==> src/rtl/dec_pkg.sv <==
// Shared definitions for the dec_scan select-bus decoder.
//   state_t     : controller states (off, direct decode, autonomous scan)
//   MODE_DIRECT : mode input value selecting direct decode
//   MODE_SCAN   : mode input value selecting scan
package dec_pkg;

    typedef enum logic [1:0] {
        ST_OFF    = 2'd0,
        ST_DIRECT = 2'd1,
        ST_SCAN   = 2'd2
    } state_t;

    localparam logic MODE_DIRECT = 1'b0;
    localparam logic MODE_SCAN   = 1'b1;

endpackage

==> src/rtl/onehot_dec.sv <==
// Combinational index to one-hot decoder with a range-valid flag.
//   sel    : index to decode
//   onehot : NUM_OUT-wide one-hot of sel, all zeros when sel >= NUM_OUT
//   valid  : high when sel < NUM_OUT
module onehot_dec #(
    parameter int unsigned SEL_W   = 3,
    parameter int unsigned NUM_OUT = 8
) (
    input  logic [SEL_W-1:0]   sel,
    output logic [NUM_OUT-1:0] onehot,
    output logic               valid
);

    // Compare against every used position; unused codes decode to nothing.
    always_comb begin
        onehot = '0;
        valid  = 1'b0;
        for (int unsigned i = 0; i < NUM_OUT; i++) begin
            if (sel == SEL_W'(i)) begin
                onehot[i] = 1'b1;
                valid     = 1'b1;
            end
        end
    end

endmodule

==> src/rtl/dec_scan.sv <==
// Registered N-to-2^N one-hot select decoder with enable, range checking
// and an autonomous scan mode with programmable dwell.
//   clk, rst_n : clock, asynchronous active-low reset
//   en         : block enable; low forces all outputs low
//   mode       : MODE_DIRECT decodes in, MODE_SCAN walks the active bit
//   load       : scan only; restarts the scan at in
//   in         : direct index or scan load value
//   out        : registered one-hot select
//   idx        : index currently driven on out
//   wrap       : one-cycle pulse as the scan steps from NUM_OUT-1 to 0
//   range_err  : registered flag for an out-of-range in that was used
module dec_scan
    import dec_pkg::*;
#(
    parameter int unsigned SEL_W   = 3,
    parameter int unsigned NUM_OUT = 8,
    parameter int unsigned DWELL   = 4
) (
    input  logic               clk,
    input  logic               rst_n,
    input  logic               en,
    input  logic               mode,
    input  logic               load,
    input  logic [SEL_W-1:0]   in,
    output logic [NUM_OUT-1:0] out,
    output logic [SEL_W-1:0]   idx,
    output logic               wrap,
    output logic               range_err
);

    localparam int unsigned      CNT_W      = $clog2(DWELL + 1);
    localparam logic [SEL_W-1:0] LAST_IDX   = SEL_W'(NUM_OUT - 1);
    localparam logic [CNT_W-1:0] DWELL_LAST = CNT_W'(DWELL - 1);

    state_t             state;
    logic [CNT_W-1:0]   dwell_cnt;

    logic               in_ok_c;
    logic               step_c;
    logic [SEL_W-1:0]   step_idx_c;
    logic [SEL_W-1:0]   dec_sel_c;
    logic [NUM_OUT-1:0] dec_onehot_c;
    logic               dec_valid_c;

    // Pick the index that out will show after this edge. A scan that is
    // just being entered holds its current idx, so only a running scan steps.
    always_comb begin
        in_ok_c    = ({1'b0, in} < (SEL_W + 1)'(NUM_OUT));
        step_c     = (state == ST_SCAN) && (dwell_cnt == DWELL_LAST);
        step_idx_c = (idx == LAST_IDX) ? '0 : idx + SEL_W'(1);
        dec_sel_c  = idx;
        if ((mode == MODE_DIRECT) || (load && in_ok_c)) begin
            dec_sel_c = in;
        end else if (step_c) begin
            dec_sel_c = step_idx_c;
        end
    end

    onehot_dec #(
        .SEL_W   (SEL_W),
        .NUM_OUT (NUM_OUT)
    ) u_dec (
        .sel    (dec_sel_c),
        .onehot (dec_onehot_c),
        .valid  (dec_valid_c)
    );

    // Controller: state, index, dwell counter and all output registers.
    always_ff @(posedge clk or negedge rst_n) begin
        if (!rst_n) begin
            state     <= ST_OFF;
            idx       <= '0;
            dwell_cnt <= '0;
            out       <= '0;
            wrap      <= 1'b0;
            range_err <= 1'b0;
        end else begin
            wrap      <= 1'b0;
            range_err <= 1'b0;
            if (!en) begin
                state <= ST_OFF;
                out   <= '0;
            end else if (mode == MODE_DIRECT) begin
                state     <= ST_DIRECT;
                dwell_cnt <= '0;
                out       <= dec_onehot_c;
                range_err <= !dec_valid_c;
                if (dec_valid_c) begin
                    idx <= in;
                end
            end else begin
                state     <= ST_SCAN;
                out       <= dec_onehot_c;
                range_err <= load && !in_ok_c;
                // A rejected load leaves the scan running as if load were low.
                if (load && in_ok_c) begin
                    idx       <= in;
                    dwell_cnt <= '0;
                end else if (state != ST_SCAN) begin
                    dwell_cnt <= '0;
                end else if (step_c) begin
                    idx       <= step_idx_c;
                    dwell_cnt <= '0;
                    wrap      <= (idx == LAST_IDX);
                end else begin
                    dwell_cnt <= dwell_cnt + CNT_W'(1);
                end
            end
        end
    end

endmodule

==> config.mk <==
export PLATFORM = sky130hd
export DESIGN_NAME = dec_scan
export DESIGN_NICKNAME = d
export VERILOG_FILES = /design/src/rtl/dec_pkg.sv /design/src/rtl/onehot_dec.sv /design/src/rtl/dec_scan.sv
export SDC_FILE = /design/constraint.sdc
export NUM_CORES = 1
export LEC_CHECK = 0
export ABC_AREA = 1
export CAP_MARGIN = 20
export CORE_MARGIN = 5
export CORE_UTILIZATION = 39
export DETAILED_ROUTE_END_ITERATION = 8
export DONT_BUFFER_PORTS = 1
export SETUP_SLACK_MARGIN = 0.4
export SLEW_MARGIN = 20
export SYNTH_ARGS = -nofsm -noshare
export SYNTH_HDL_FRONTEND = slang
export SYNTH_SLANG_ARGS = --single-unit
==> constraint.sdc <==
create_clock -name clk -period 4.2 [get_ports clk]
set_input_delay 0.63 -clock clk [delete_from_list [all_inputs] [get_ports clk]]
set_output_delay 0.63 -clock clk [all_outputs]
set_load 0.05 [all_outputs]
Fig. 1: sequential cells colored by netlist name
Scale: 4 px per um. Other sequential cells in the stronger gray, the rest of the logic in the fainter gray.
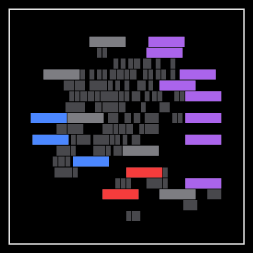
[state] red | sequential cells: 2
[dwell_cnt] blue | sequential cells: 3
[out] purple | sequential cells: 8

Fig. 2: I/O nets highlighted
Scale: 8 px per um.
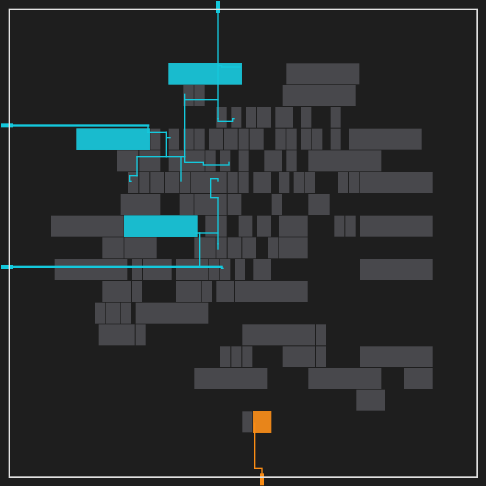
[idx] cyan | bits: 3 | direction: output | edge: 2 west, 1 north | end cells: 3 | buffers: 0 | wire: 119 um
[load] orange | bits: 1 | direction: input | edge: south | end cells: 1 | buffers: 0 | wire: 7.20 um
# IOs: 21
port bufs: 0

Fig. 3: clock routing
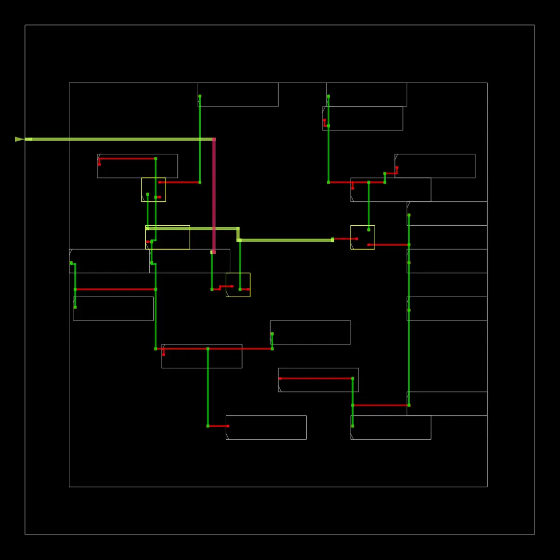
total CTS buffers: 3
Late-Pin Clk Latency: 0.30 ns
flip-flops: 18

Fig. 4: selected gate families
Scale: 6 px per um.
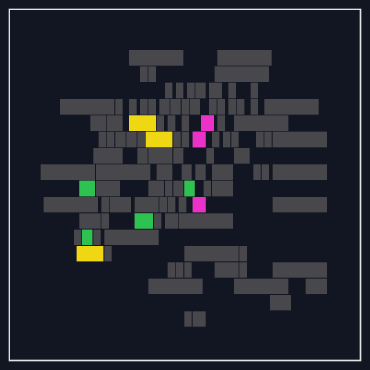
[adder and majority cells] yellow | cells: 3
[AND and OR gates] magenta | cells: 3
[inverting AOI/OAI gates] green | cells: 4

==> job_summary.md <==
## Implementation flow summary

| Metric | Value |
|---|---|
| FP Util | `0.411` |
| Setup TNS | `0 ns` |
| Crit Path Max Fanout | `6` |
| Clock Sinks | `18` |
| Crit start category | `register` |
| CP max stage delay | `0.62 ns` |
| Final Hold Viols | `0` |
| Post-CTS Resized | `0` |
| Synthesized area | `approximately 910 um2` |
| DRT iter0 DRCs | `9` |
| Sequential share of power | `0.584` |
| Cell Type Count | `23` |
| Pins Over Slew Limit | `0` |
| Tightest Hold Check Type | `input pin to register` |
| Post-layout power | `0.371 mW` |
| NetSw | `0.119 mW` |
| First-pass GRT wire length | `3.04 mm` |
| Clock Skews | `0.00852 ns` |
| Clock transition at the register clock pins on the worst setup and hold paths after CTS | `0.11 ns` |
| Worst vdd rail ir drop | `0.258 mV` |
| Pint | `0.252 mW` |
| Chip Area, Yosys | `between 900 and 1000 um2` |
| CTS tree | `built` |
| Drt via density | `4.89` |
| # hold bufs at CTS | `1` |
| NumNets Final | `121` |
| Comb power frac | `0.127` |
| Status | `completed` |
| Post-CTS Setup Repair Bufs | `0` |
| Vias | `~670` |
| TritonRoute pass-1 iters | `4` |
| WP buf/inv | `0` |
| Sw Share | `0.321` |
| DP Area | `933 um2` |
| Worst path cell trace | `ha_1 > ha_1 > nand3b_1 > nand3_1 > nand3_2 > nor2_1` |
| Worst Path Required | `4.42 ns` |
| Flop area | `between 400 and 500 um2` |
| Drt wl/cell | `12.7 um` |
| Normalized max-slew margin | `0.610` |
| Worst slew pin tran | `slightly below 0.6 ns` |
| Seq cells post-synth | `18` |
| Clock Path Buffers | `2` |
| Crit path arrival time | `2.03 ns` |
| Fin crit share | `0.430` |
| Ant diodes | `0` |
| RSZ-0062 raised after global routing | `no` |
| Syn Nets | `115` |
| Post-synth seq share | `0.495` |
| DP Cell Count | `approximately 130` |
| Clk pwr share | `0.289` |
| Final wirelength | `between 1.5 and 2 mm` |
| Area Growth Syn to Fin | `8.80%` |
| Largest net degree at the start of global routing | `12` |
| Maxcap violations | `0` |
| Synth warn | `0` |
| CP max-delay cell | `dfrtp_1` |
| Syn avg cell area | `8.75 um2` |
| DIE WIDTH | `58.3 um` |
| Max Fclk | `553 MHz` |
| Yosys Instances | `104` |
| GP Congestion | `about 0.78` |
| Number of global-route vias before repair | `657` |
| Post-route cell area | `990 um2` |
| Final setup fails | `0` |
| Most used cell, CP | `ha_1` |
| ANT nets after route | `0` |
| Non-Filler Instances | `137` |
| Critical path class | `register to register` |
| Clock H-tree levels | `1` |
| PD cells | `375 nW/um2` |
| Minimum clock period | `1.81 ns` |
| Global-route usage over all layers | `0.118` |
| MI comb area | `399 um2` |
| CTS Root Cell | `clkbuf_4` |
| Congestion Overflow GR | `0` |
| # DRC | `0` |
| Die height | `a little under 60 um` |
| Initial antenna violation count | `0` |
| Crit-path leading delay family | `flip-flops` |
| Layout cells sized above 1 | `0.156` |
| Std cell rows | `17` |
| Post-DP HPWL | `~1.3 mm` |
| Full die area | `3400 um2` |
| Crit end category | `register` |
| Fillcell total | `225` |
| OpenROAD warnings | `26` |
| Top cell excl fill/tap | `nand2_1` |
| Gate Count Post-Synth | `104` |
| Most frequent cells in the layout | `nand2_1 (27), dfrtp_1 (18), inv_1 (11), nand3_1 (11), nor2_1 (10)` |
| Core Area | `2210 um2` |
| Leak | `0.505 nW` |
==> sequential cells by signal, indices dropped and copies added, names as in the netlist <==
name and cells:
out 8, dwell_cnt 3, idx 3, state 2, range_err 1, wrap 1
==> logic make-up (layout without fill, tap and decap cells) <==
family          count (synthesis)  in the layout  synth area share
flops                          18             18             0.495
compound gates                  4              4            0.0289
other cells                     1              1           0.00412
buf+inv                        14             19            0.0660
simple gates                   63             63             0.354
mux                             1              1            0.0110
fa+ha+maj                       3              3            0.0413
==> power by group through the flow <==
| stage | Clock [mW] | Sequential, mW | Combinational [mW] |
|---|---|---|---|
| 2_1_floorplan | 0 | 0.218 | 0.0368 |
| 3_3_place_gp | 0 | 0.220 | 0.0428 |
| 3_5_place_dp | 0 | 0.221 | 0.0419 |
| 4_1_cts | 0.112 | 0.217 | 0.0448 |
| 5_1_grt | 0.122 | 0.219 | 0.0554 |
| 6_report | 0.107 | 0.217 | 0.0470 |
==> metrics by stage <==
step | setup slack, ns | hold WS (ns) | util
global placement | 2.45 | 0.335 | 0.422
floorplan | 2.56 | 0.334 | -
detailed placement | 2.41 | 0.335 | 0.422
finish | 2.39 | 0.377 | 0.447
global route | 2.28 | 0.359 | 0.447
CTS | 2.38 | 0.00337 | 0.443
==> Yosys cell counts <==
cell type  instances  area [um2]
inv_1             11        41.3
conb_1             1        3.75
nand2_1           27         101
or2_1              2        12.5
nor4_1             1        6.26
or2_2              1        6.26
nand3_1           11        55.1
nor2_4             3        33.8
inv_2              2        7.51
nand3b_1           2        15.0
ha_1               3        37.5
nor2_2             1        6.26
nand3_2            3        30.0
a21boi_1           1        7.51
o21ai_1            1        5.00
dfrtp_1           18         450
o21ai_0            1        5.00
nand2_4            1        11.3
a21oi_2            1        8.76
buf_6              1        11.3
mux2i_1            1        10.0
nand2_2            1        6.26
nor2_1            10        37.5
==> final timing paths <==
| kind | startpoint | endpoint | slack (ns) | cells after the start |
|---|---|---|---|---|
| max in group asynchronous | rst_n | out[7] | 3.20 | 1 |
| setup / recovery | idx[0] | out[0] | 2.39 | 6 |
| hold reg to reg | dwell_cnt[0] | dwell_cnt[0] | 0.49 | 1 |
| min in group asynchronous | rst_n | state[0] | 0.68 | 1 |
| hold / removal | mode | state[0] | 0.38 | 1 |
| setup reg to reg | idx[0] | out[0] | 2.39 | 6 |
==> metal layers <==
layer	track usage	routed length, um
met4	0.0364	12
met1	0.141	769
met5	0	0
met2	0.188	806
met3	0.0570	147
==> area by class of cell <==
class / count / area share
Multi-Input combinational cell: 72 / 0.403
Tap cell: 28 / 0.0354
Inverter: 13 / 0.0493
Clock buffer: 4 / 0.0367
Timing Repair Buffer: 2 / 0.0202
Sequential cell: 18 / 0.455
Power is estimated from default activity; no workload was simulated.
